## config.mk

```make
export PLATFORM = sky130hd
export DESIGN_NAME = input_stream_feeder
export DESIGN_NICKNAME = d
export VERILOG_FILES = /design/src/rtl/input_stream_feeder.sv
export SDC_FILE = /design/constraint.sdc
export NUM_CORES = 1
export LEC_CHECK = 0
export ABC_AREA = 1
export CAP_MARGIN = 5
export CELL_PAD_IN_SITES_DETAIL_PLACEMENT = 0
export CELL_PAD_IN_SITES_GLOBAL_PLACEMENT = 1
export CORE_ASPECT_RATIO = 1.75
export CORE_MARGIN = 4
export CORE_UTILIZATION = 25
export DETAILED_ROUTE_END_ITERATION = 7
export GPL_ROUTABILITY_DRIVEN = 0
export PLACE_DENSITY_LB_ADDON = 0.2
export SLEW_MARGIN = 0
export SYNTH_ARGS = -nofsm -noshare
export SYNTH_HDL_FRONTEND = slang
export SYNTH_SLANG_ARGS = --single-unit
```

## constraint.sdc

```tcl
create_clock -name clk -period 5.9 [get_ports clk]
set_input_delay 0.885 -clock clk [delete_from_list [all_inputs] [get_ports clk]]
set_output_delay 0.885 -clock clk [all_outputs]
set_load 0.02 [all_outputs]
```

## src/rtl/input_stream_feeder.sv

```systemverilog
// Input-buffer to systolic-array feeder: one buffer read per streaming cycle, optional per-lane skew.
// Build option FEEDER_SKEW_EN: when defined, lane r is delayed by r extra registers; otherwise all lanes present together.

`ifdef FEEDER_SKEW_EN
module feeder_skew_lane #(
    parameter int DEPTH  = 1,
    parameter int DATA_W = 8
) (
    input  logic              clk,
    input  logic              rst_n,
    input  logic [DATA_W-1:0] i_data,
    input  logic              i_valid,
    output logic [DATA_W-1:0] o_data,
    output logic              o_valid
);
    logic [DEPTH-1:0]             r_vld_pipe;
    logic [DEPTH-1:0][DATA_W-1:0] r_dat_pipe;

    // Data is stored pre-masked so stale buffer contents never enter the chain.
    always_ff @(posedge clk or negedge rst_n) begin
        if (!rst_n) begin
            r_vld_pipe <= '0;
            r_dat_pipe <= '0;
        end else begin
            r_vld_pipe[0] <= i_valid;
            r_dat_pipe[0] <= i_valid ? i_data : '0;
            for (int k = 1; k < DEPTH; k++) begin
                r_vld_pipe[k] <= r_vld_pipe[k-1];
                r_dat_pipe[k] <= r_dat_pipe[k-1];
            end
        end
    end

    assign o_valid = r_vld_pipe[DEPTH-1];
    assign o_data  = o_valid ? r_dat_pipe[DEPTH-1] : '0;
endmodule
`endif

module input_stream_feeder #(
    parameter int ARRAY_ROWS = 12,
    parameter int DATA_W     = 8,
    parameter int ADDR_W     = 10
) (
    input  logic                         clk,
    input  logic                         rst_n,
    input  logic                         ctrl_input_stream_en,
    input  logic                         ctrl_drain_en,
    input  logic [ADDR_W-1:0]            cfg_base_addr,
    output logic                         buf_rd_en,
    output logic [ADDR_W-1:0]            buf_rd_addr,
    input  logic [ARRAY_ROWS*DATA_W-1:0] buf_rd_data,
    output logic [ARRAY_ROWS*DATA_W-1:0] arr_data,
    output logic [ARRAY_ROWS-1:0]        arr_valid,
    output logic [31:0]                  feed_count,
    output logic                         addr_wrap,
    output logic                         err_protocol
);
    logic              r_prev_en;
    logic              r_rd_valid;
    logic [ADDR_W-1:0] r_rd_ptr;
    logic [31:0]       r_feed_count;
    logic              r_addr_wrap;
    logic              r_err_protocol;

    logic              w_start;
    logic [ADDR_W-1:0] w_rd_addr;

    assign w_start   = ctrl_input_stream_en & ~r_prev_en;
    assign w_rd_addr = w_start ? cfg_base_addr : r_rd_ptr;

    assign buf_rd_en   = ctrl_input_stream_en;
    assign buf_rd_addr = w_rd_addr;

    // A non-start issue at pointer 0 can only follow an issue of the top address.
    always_ff @(posedge clk or negedge rst_n) begin
        if (!rst_n) begin
            r_prev_en      <= 1'b0;
            r_rd_valid     <= 1'b0;
            r_rd_ptr       <= '0;
            r_feed_count   <= '0;
            r_addr_wrap    <= 1'b0;
            r_err_protocol <= 1'b0;
        end else begin
            r_prev_en  <= ctrl_input_stream_en;
            r_rd_valid <= ctrl_input_stream_en;
            if (ctrl_input_stream_en)
                r_rd_ptr <= w_rd_addr + 1'b1;
            if (w_start)
                r_feed_count <= 32'd1;
            else if (ctrl_input_stream_en && r_feed_count != '1)
                r_feed_count <= r_feed_count + 32'd1;
            if (w_start)
                r_addr_wrap <= 1'b0;
            else if (ctrl_input_stream_en && r_rd_ptr == '0)
                r_addr_wrap <= 1'b1;
            r_err_protocol <= (r_err_protocol & ~w_start) |
                              (ctrl_input_stream_en & ctrl_drain_en);
        end
    end

    assign feed_count   = r_feed_count;
    assign addr_wrap    = r_addr_wrap;
    assign err_protocol = r_err_protocol;

    for (genvar r = 0; r < ARRAY_ROWS; r++) begin : g_lane
`ifdef FEEDER_SKEW_EN
        if (r == 0) begin : g_head
            assign arr_valid[0]          = r_rd_valid;
            assign arr_data[0 +: DATA_W] = r_rd_valid ? buf_rd_data[0 +: DATA_W] : '0;
        end else begin : g_skew
            feeder_skew_lane #(.DEPTH(r), .DATA_W(DATA_W)) u_lane (
                .clk     (clk),
                .rst_n   (rst_n),
                .i_data  (buf_rd_data[r*DATA_W +: DATA_W]),
                .i_valid (r_rd_valid),
                .o_data  (arr_data[r*DATA_W +: DATA_W]),
                .o_valid (arr_valid[r])
            );
        end
`else
        assign arr_valid[r]               = r_rd_valid;
        assign arr_data[r*DATA_W +: DATA_W] = r_rd_valid ? buf_rd_data[r*DATA_W +: DATA_W] : '0;
`endif
    end
endmodule

```

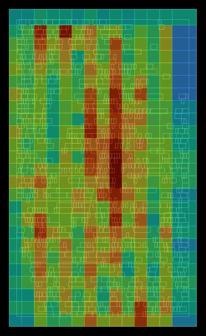
*Congestion heat map, run 1*
met1 Usage GRT: 17.1%
GRT Total Usage: 17.1%

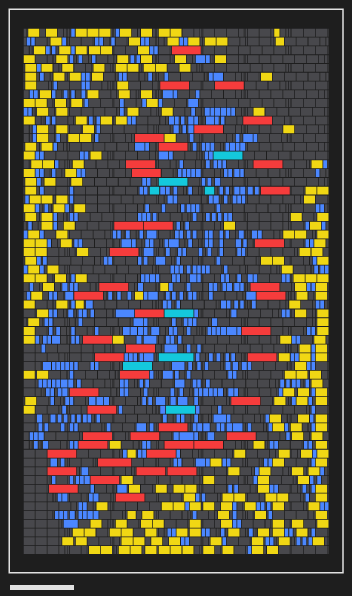
*Placed cells, one colour a class, run 1*
Scale bar: 20 microns. Fill, decap, tap and diode cells in grey.
[red] registers | cells: 45
[blue] remaining logic cells | cells: 611
[yellow] remaining buffers and delay cells | cells: 268
[cyan] clock drivers and dummy loads | cells: 8
flop share of the area: 16.6%
Final Cell Area: 6800 sq um
post-layout util: 43.9%
Core ar.: 15500 sq um
row count: 60

==> results.json, run 1 <==
{
  "max-vdd-ir-drop_mv": 0.100,
  "clk-insertion-delay-late_ns": 0.30,
  "cts_repair_resize_count": 0,
  "io_buffers": 262,
  "comb_cells": 484,
  "comb_area_sq_um": 2120,
  "wl_met3_microns": 1120,
  "relSlewSlack_pct": 28.8,
  "grt_pass1_vias": 4701,
  "grt_util_met3_pct": 3.25,
  "nNetsFinal": 1043,
  "top_logic_kind": "simple AND/OR/NAND/NOR gates",
  "p_seq_mw": 0.351,
  "dp_hpwl_microns": 12500,
  "lay_top_count": "nand2_1",
  "dieArea_sq_um": 18000,
  "yosys.area.top_type": "nand2_1",
  "synth-area-yosys_sq_um": 3950,
  "final_cell_mix": "nand2_1 (301), clkdlybuf4s50_1 (261), inv_1 (125)",
  "area.share.combinational_pct": 31.2,
  "yosys_warnings": 0,
  "syn-cell-area_sq_um": 3950,
  "via_per_inst": 4.21,
  "crit_required_ns": 5.02,
  "inv_count": 127,
  "hold_ws_ns": 0.508,
  "grt_max_degree": 111,
  "nFillCells": 1649,
  "fin_cells": 1118,
  "cts_tree": "yes",
  "cts_sinks": 45,
  "tns_ns": 0,
  "top_cells_by_count": "nand2_1 (301), inv_1 (125), nor2_1 (77), nand3_1 (46), dfrtp_1 (45)",
  "timing.fmax_ghz": 0.244,
  "outcome": "complete, no violations",
  "syn_inst": 692,
  "grt_antenna_before_repair": 0,
  "wl_met2_microns": 8630,
  "fin_skew_ns": 0.00945,
  "ys_ff": 45,
  "ys_types": 29,
  "synth_top_area_share_pct": 28.6,
  "switching_share_pct": 33.5,
  "edf_count": 0,
  "die-height_microns": 174,
  "placed_cells": 1110,
  "critical_path.top_delay_family": "buffers and inverters",
  "nClkBuffers": 5,
  "crit_type": "primary input to output pin",
  "synthFlopType": "dfrtp_1",
  "ctsHoldBuffers": 0,
  "wl_per_cell_microns": 13.9,
  "numCtsBuffers": 5,
  "rsz0062_at_grt": "false",
  "drive_above_1_share_pct": 4.29,
  "drt_first_pass_iters": 5,
  "tool_warnings": 28,
  "dpl-instance-area_sq_um": 6620,
  "clock_net_power_mw": 0.344,
  "power_mw": 1.10,
  "netlist_top_cells_area": "nand2_1 (29%), dfrtp_1 (28%), inv_1 (12%)",
  "pre_cts_ws_ns": 1.76,
  "grt-ovfl-total": 0,
  "largest_cell_class": "non-clock buffers",
  "synth_nets": 804,
  "hp-class": "flop to flop",
  "critPathMaxStageDelay_ns": 0.64,
  "start_kind": "primary input",
  "maxCapViolCount": 0
}
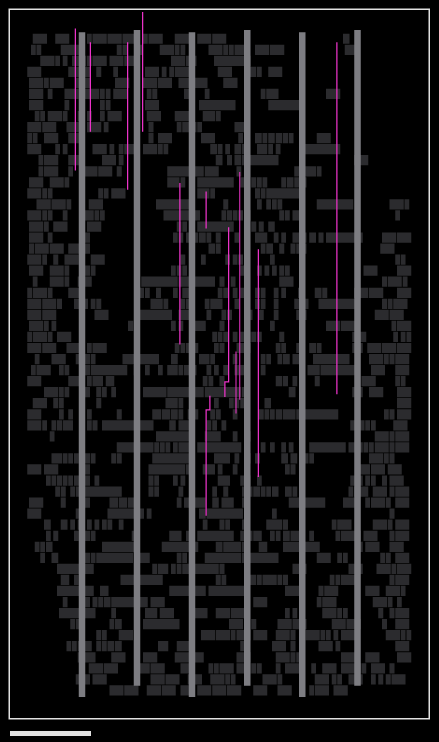
*M4 wires, run 1*
Scale bar: 20 microns. Supply wires on this layer in grey.
longest straight run: 86.4 microns
nets with wire on the layer: 10
wire length on this layer: 455 microns
wirelength, routed: 15600 microns
vias: 4704

==> run 1: sequential cells by signal, indices dropped and copies added, names as in the netlist <==
register and flops:
feed_count 32, err_protocol 1, addr_wrap 1, r_rd_ptr 10, r_rd_valid 1
==> run 1: path summary, 6_finish.rpt <==
kind	from	to	slack (ns)	cells after the start
setup / recovery	ctrl_input_stream_en	buf_rd_addr[4]	1.79	8
hold / removal	err_protocol$_DFF_PN0_	err_protocol$_DFF_PN0_	0.51	1
setup reg to reg	r_rd_valid$_DFF_PN0_	feed_count[25]$_DFFE_PN0P_	2.86	7
hold reg to reg	err_protocol$_DFF_PN0_	err_protocol$_DFF_PN0_	0.51	1
max in group asynchronous	rst_n	r_rd_valid$_DFF_PN0_	4.74	2
min in group asynchronous	rst_n	feed_count[18]$_DFFE_PN0P_	0.67	2
## Run 2: what changed since run 1
CORE_UTILIZATION = 21   (was 25)
clock period = 3.4 ns   (was 5.9 ns; I/O delays follow)
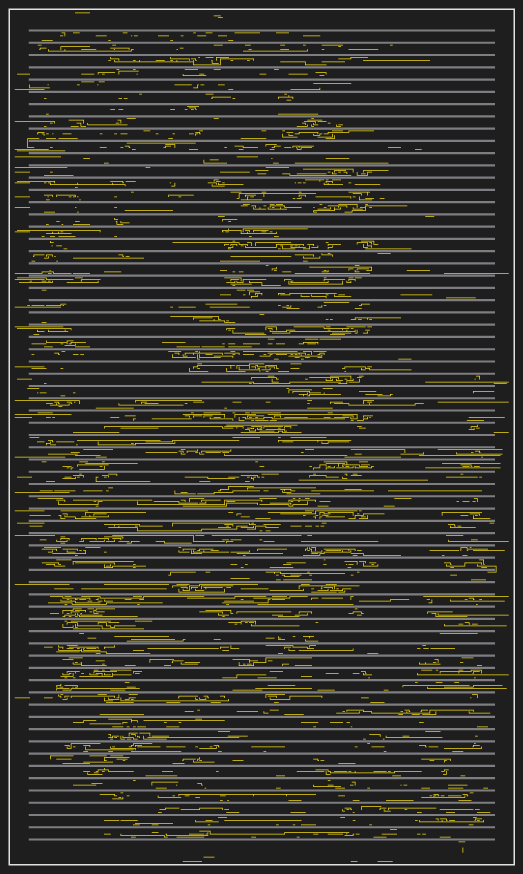
*The metal 1 layer, run 2*
Supply wires on this layer in grey.
share of all routed wire: 35%
nets with wire on the layer: 939
longest straight run: 30.4 microns
main direction: horizontal
wirelength, routed: 16300 microns
met1 Usage GRT: 15.3%
vias: 4706

==> results.json, run 2 <==
{
  "outcome": "complete, no violations",
  "dieArea_sq_um": 21200,
  "r2r_end": "feed_count[14]$_DFFE_PN0P_",
  "maxCapViolCount": 0,
  "ff2ff_path_depth": 11,
  "via_per_inst": 4.01,
  "critPathMaxStageDelay_ns": 0.59,
  "wl_met3_microns": 774,
  "syn-cell-area_sq_um": 3950,
  "reg2reg_slack_ns": 1.14,
  "switching_share_pct": 33.5,
  "cts_tree": "yes",
  "final_cell_mix": "nand2_1 (301), clkdlybuf4s50_1 (261), inv_1 (125)",
  "drive_above_1_share_pct": 4.60,
  "ys_cells": 692,
  "grt_util_met3_pct": 2.53,
  "hold_viol_final": 0,
  "combPwrFrac_pct": 37.2,
  "clock_net_power_mw": 0.594,
  "synth_nets": 804,
  "relSlewSlack_pct": 54.7,
  "ys_types": 29,
  "worstReg2RegStart": "feed_count[0]$_DFFE_PN0P_",
  "pg_comb_mw": 0.713,
  "compound_area_share_pct": 5.76,
  "fin_crit_sh_pct": 89.1,
  "clk_pin_slew_ns": 0.07,
  "io_buffers": 262,
  "clk-insertion-delay-late_ns": 0.30,
  "track_usage_pct": 15.2,
  "htreeDepth": 2,
  "crit_arrival_ns": 2.52,
  "die-height_microns": 190,
  "tightestPinTransition_ns": 0.679,
  "yosys.area.top_type": "nand2_1",
  "gr-usage-met2_pct": 31.3,
  "hold_ws_ns": 0.238,
  "cts_buffer_depth": 2,
  "grt_antenna_before_repair": 0,
  "ant_nets": 0,
  "edf_count": 0,
  "met1_length_microns": 5770,
  "netlist_top_cells_area": "nand2_1 (29%), dfrtp_1 (28%), inv_1 (12%)",
  "synth_top_cell_by_count": "nand2_1",
  "lay_top_count": "nand2_1",
  "highest_layer": "met4",
  "grt-ovfl-total": 0,
  "core_sq_um": 18600,
  "power_mw": 1.92,
  "cp_max_fo": 21,
  "hp-class": "primary input to asynchronous set/reset pin",
  "fp-utilization_pct": 21.3,
  "grt_pass1_vias": 4814,
  "wl_per_cell_microns": 13.9,
  "yosys_warnings": 0,
  "timing.fmax_ghz": 0.330,
  "cts-root-buf": "clkbuf_16",
  "drc": 0,
  "tool_warnings": 26,
  "top_usage_layer": "met2",
  "fin_crit_ns": 3.03,
  "synth_top_area_share_pct": 28.6,
  "crit_required_ns": 2.89,
  "fp.dieW_microns": 112,
  "ys_sh_mux_pct": 0,
  "nFillCells": 2044,
  "drt_first_pass_iters": 4,
  "largest_register_ffs": 32,
  "tns_ns": 0,
  "yosys.area_share.adder_pct": 0.633,
  "cp-startpoint": "ctrl_input_stream_en",
  "slew_viol_final": 0,
  "fp-row-count": 66,
  "dp_hpwl_microns": 13600,
  "grt_max_degree": 63,
  "end_kind": "output pin",
  "crit_type": "primary input to output pin",
  "simple_gate_share_pct": 44.8,
  "syn_inst": 692,
  "ctsHoldBuffers": 0,
  "power.group.top": "combinational logic",
  "fin_skew_ns": 0.0141,
  "setup_viol": 0,
  "top_cells_by_count": "nand2_1 (301), inv_1 (125), nor2_1 (77), nand3_1 (46), dfrtp_1 (45)",
  "cts_setup_buffers": 0,
  "path_cells": "clkdlybuf4s50_1, buf_4, nand2_1, nand2_1, nand2_1, clkdlybuf4s50_1",
  "synth-area-yosys_sq_um": 3950,
  "top_logic_kind": "simple AND/OR/NAND/NOR gates",
  "cpMostUsedCell": "nand2_1",
  "nNetsFinal": 1046,
  "numCtsBuffers": 5,
  "avgSynthCellArea_sq_um": 5.71,
  "area_growth_pct": 74.1,
  "ys_ff": 45,
  "rsz0062_at_grt": "false",
  "synthFlopType": "dfrtp_1",
  "p_int_mw": 1.28,
  "grt_pass1_wl_microns": 25900,
  "seq_power_share_pct": 31.9,
  "cpMaxStageDelayCell": "clkdlybuf4s50_1",
  "cts_repair_resize_count": 0,
  "max-vdd-ir-drop_mv": 0.205,
  "drt_iter0_drc": 187,
  "pwr-share-clk_pct": 31.0,
  "cts_sinks": 45,
  "p_seq_mw": 0.611,
  "power.switching_mw": 0.643,
  "diodes": 0,
  "p_leak_nw": 3.40,
  "p_per_area_nw_per_um2": 279,
  "async_reset_ff_share_pct": 100,
  "start_kind": "primary input",
  "crit_end": "buf_rd_addr[5]",
  "wl_met2_microns": 9590,
  "ys_sh_xor_pct": 2.44,
  "pin_count": 263
}
## run 2: per-stage QoR
stage,utilization (%),instances,worst slack (ns),area [sq um]
floorplan,-,692,1.29,3950
global placement,36.1,1165,0.380,6710
detailed placement,36.1,1165,0.365,6710
CTS,37.0,1173,0.358,6880
global route,37.0,1173,0.215,6880
finish,37.0,1173,0.372,6880
## run 2: layout make-up
cell class                 instances  area [sq um]  share of cell area [%]
inverter                         127           477                    6.93
timing repair buffer             271          2690                    39.0
multi-input combinational        484          2120                    30.8
tap                              238           298                    4.33
clock inverter                     3          47.5                   0.691
clock buffer                       5           125                    1.82
sequential                        45          1130                    16.4
## run 2: critical path, delay by kind of cell
| kind | cells | cell delay [ns] |
|---|---|---|
| buffers and inverters | 3 | 1.34 |
| and+or+nand+nor | 3 | 0.66 |
## Run 3: what changed since run 2
CELL_PAD_IN_SITES_DETAIL_PLACEMENT = 1   (was 0)
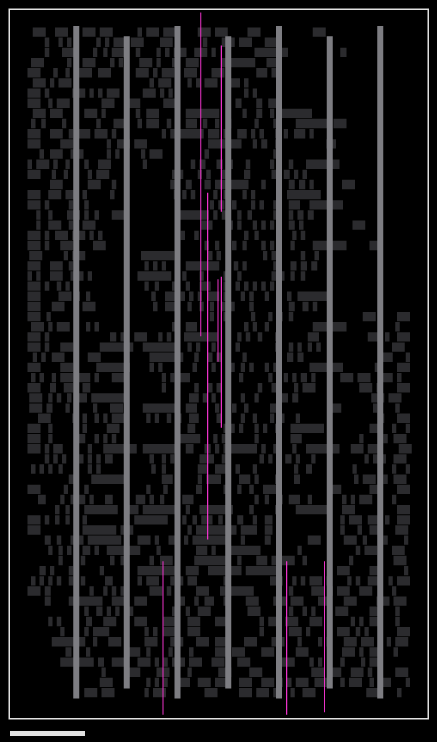
*M4 wires, run 3*
Scale bar: 20 microns. Supply wires on this layer in grey.
longest straight run: 92.5 microns
nets with wire on the layer: 8
main direction: vertical
vias: 4961
wirelength, routed: 17500 microns

==> results.json, run 3 <==
{
  "dp_hpwl_microns": 14700,
  "comb_cells": 484,
  "ys_cells": 692,
  "nClkBuffers": 5,
  "yosys.area.top_type": "nand2_1",
  "final_area_sq_um": 6880,
  "hp-class": "primary input to asynchronous set/reset pin",
  "lay_top_count": "nand2_1",
  "synth_top_area_share_pct": 28.6,
  "hold_viol_final": 0,
  "outcome": "complete, no violations",
  "grt_antenna_before_repair": 0,
  "p_leak_nw": 3.40,
  "ff2ff_path_depth": 11,
  "ant_nets": 0,
  "worstReg2RegStart": "feed_count[0]$_DFFE_PN0P_",
  "drive_above_1_share_pct": 4.60,
  "nonClkBufAreaFrac_pct": 39.0,
  "cts_buffer_depth": 2,
  "inv_count": 127,
  "track_usage_pct": 16.4,
  "dieArea_sq_um": 21200,
  "async_reset_ff_share_pct": 100,
  "tool_warnings": 26,
  "yosys.area_share.adder_pct": 0.633,
  "hold_ws_ns": 0.246,
  "nFillCells": 2399,
  "clock_cell_area_share_pct": 2.51,
  "fin_crit_sh_pct": 88.5,
  "cp_max_fo": 21,
  "grt-ovfl-total": 0,
  "clk-insertion-delay-late_ns": 0.30,
  "rsz0062_at_grt": "false",
  "syn-cell-area_sq_um": 3950,
  "cts_sinks": 45,
  "maxCapViolCount": 0,
  "ctsHoldBuffers": 0,
  "cts_tree": "yes",
  "fin_crit_ns": 3.01,
  "ff_count": 45,
  "grt_pass1_vias": 5124,
  "diodes": 0,
  "timing.fmax_ghz": 0.332,
  "synth_top_cell_by_count": "nand2_1",
  "cts_repair_resize_count": 0,
  "nWellTaps": 238,
  "end_kind": "output pin",
  "top_cells_by_count": "nand2_1 (301), inv_1 (125), nor2_1 (77), nand3_1 (46), dfrtp_1 (45)",
  "fp-row-count": 66,
  "ys_sh_xor_pct": 2.44,
  "signal_buffers": 271,
  "ys_ff": 45,
  "start_kind": "primary input",
  "ys_sh_mux_pct": 0,
  "pre_cts_ws_ns": 0.373,
  "core_sq_um": 18600,
  "cp-startpoint": "ctrl_input_stream_en",
  "yosys_warnings": 0,
  "wl_per_cell_microns": 14.9,
  "synth-area-yosys_sq_um": 3950,
  "io_buffers": 262,
  "netlist_top_cells_area": "nand2_1 (29%), dfrtp_1 (28%), inv_1 (12%)",
  "edf_count": 0,
  "synth_nets": 804,
  "r2r_end": "feed_count[14]$_DFFE_PN0P_",
  "dpl-instance-area_sq_um": 6710,
  "crit_type": "primary input to output pin",
  "via_per_inst": 4.23,
  "fin_cells": 1173,
  "drt_iter0_drc": 137,
  "largest_cell_class": "non-clock buffers",
  "tightestPinTransition_ns": 0.691,
  "comb_area_sq_um": 2120,
  "numCtsBuffers": 5,
  "top_logic_kind": "simple AND/OR/NAND/NOR gates",
  "fin_ws_ns": 0.392,
  "max-vdd-ir-drop_mv": 0.206,
  "ys_types": 29,
  "crit_arrival_ns": 2.50,
  "seq_area_sq_um": 1130,
  "fp.dieW_microns": 112,
  "slew_viol_final": 0,
  "fin_skew_ns": 0.00931,
  "final_core_util_pct": 37.0,
  "avgSynthCellArea_sq_um": 5.71,
  "p_per_area_nw_per_um2": 279,
  "tns_ns": 0,
  "power_mw": 1.92,
  "placed_cells": 1165,
  "reg2reg_slack_ns": 1.13,
  "grt_pass1_wl_microns": 27700,
  "pin_count": 263,
  "grt_max_degree": 63,
  "cts_setup_buffers": 0,
  "setup_viol": 0,
  "die-height_microns": 190,
  "area_growth_pct": 74.1,
  "drt_first_pass_iters": 4,
  "nNetsFinal": 1046,
  "cts-root-buf": "clkbuf_16",
  "fp-utilization_pct": 21.3,
  "compound_area_share_pct": 5.76,
  "drc": 0,
  "htreeDepth": 2,
  "synthFlopType": "dfrtp_1",
  "simple_gate_share_pct": 44.8,
  "seq_area_share_pct": 16.4,
  "crit_required_ns": 2.89
}
-- run 3: cell counts after synthesis --
Identical to the previous run, type by type.
-- run 3: critical path, cell delays in order --
cell,delay [ns]
clkdlybuf4s50_1,0.47
buf_4,0.27
nand2_1,0.34
nand2_1,0.15
nand2_1,0.16
clkdlybuf4s50_1,0.59
-- run 3: metal layers --
layer | up-vias | part of all wire [%] | GRT usage, %
met5 | - | 0 | 0
met4 | 0 | 2.3 | 5.29
met3 | 18 | 5.1 | 3.29
met2 | 148 | 58 | 32.7
met1 | 2293 | 35 | 16.4
li1 | 2502 | - | -
-- run 3: power by group --
part           switching (mW)  total (mW)  leakage [nW]  internal, mW
registers              0.0403       0.612         0.603         0.571
logic                   0.368       0.720          2.71         0.351
clock network           0.237       0.589        0.0848         0.353
total                   0.645        1.92          3.40          1.28

==> notes/layouts.md <==
Pictures saved along the way, in no particular order.

Cell density map.
panel A
The die is cut into 11 by 19 equal tiles; white is low, dark blue is high, 0 to 100% covered.
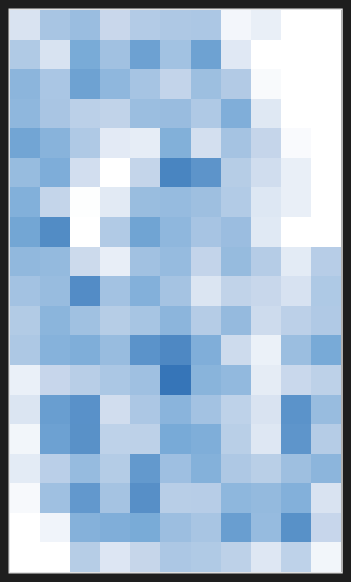
panel B
The die is cut into 10 by 17 equal tiles; white is low, dark blue is high, 0 to 100% covered.
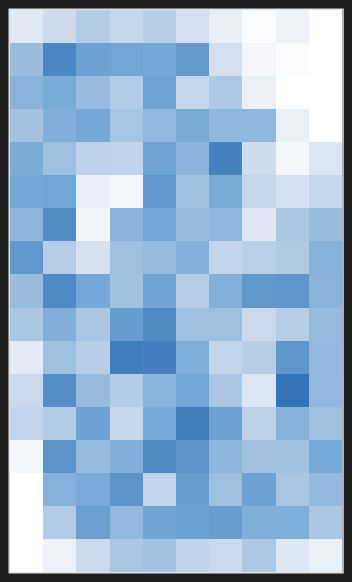
- highest utilization: panel B
- run 1 = panel B
- run 2 = panel A

Key to panel A:
mean over tiles: 31%
fullest tile: 72%
nearly empty tiles: 9.6%

Power and IR drop assume default switching activity.
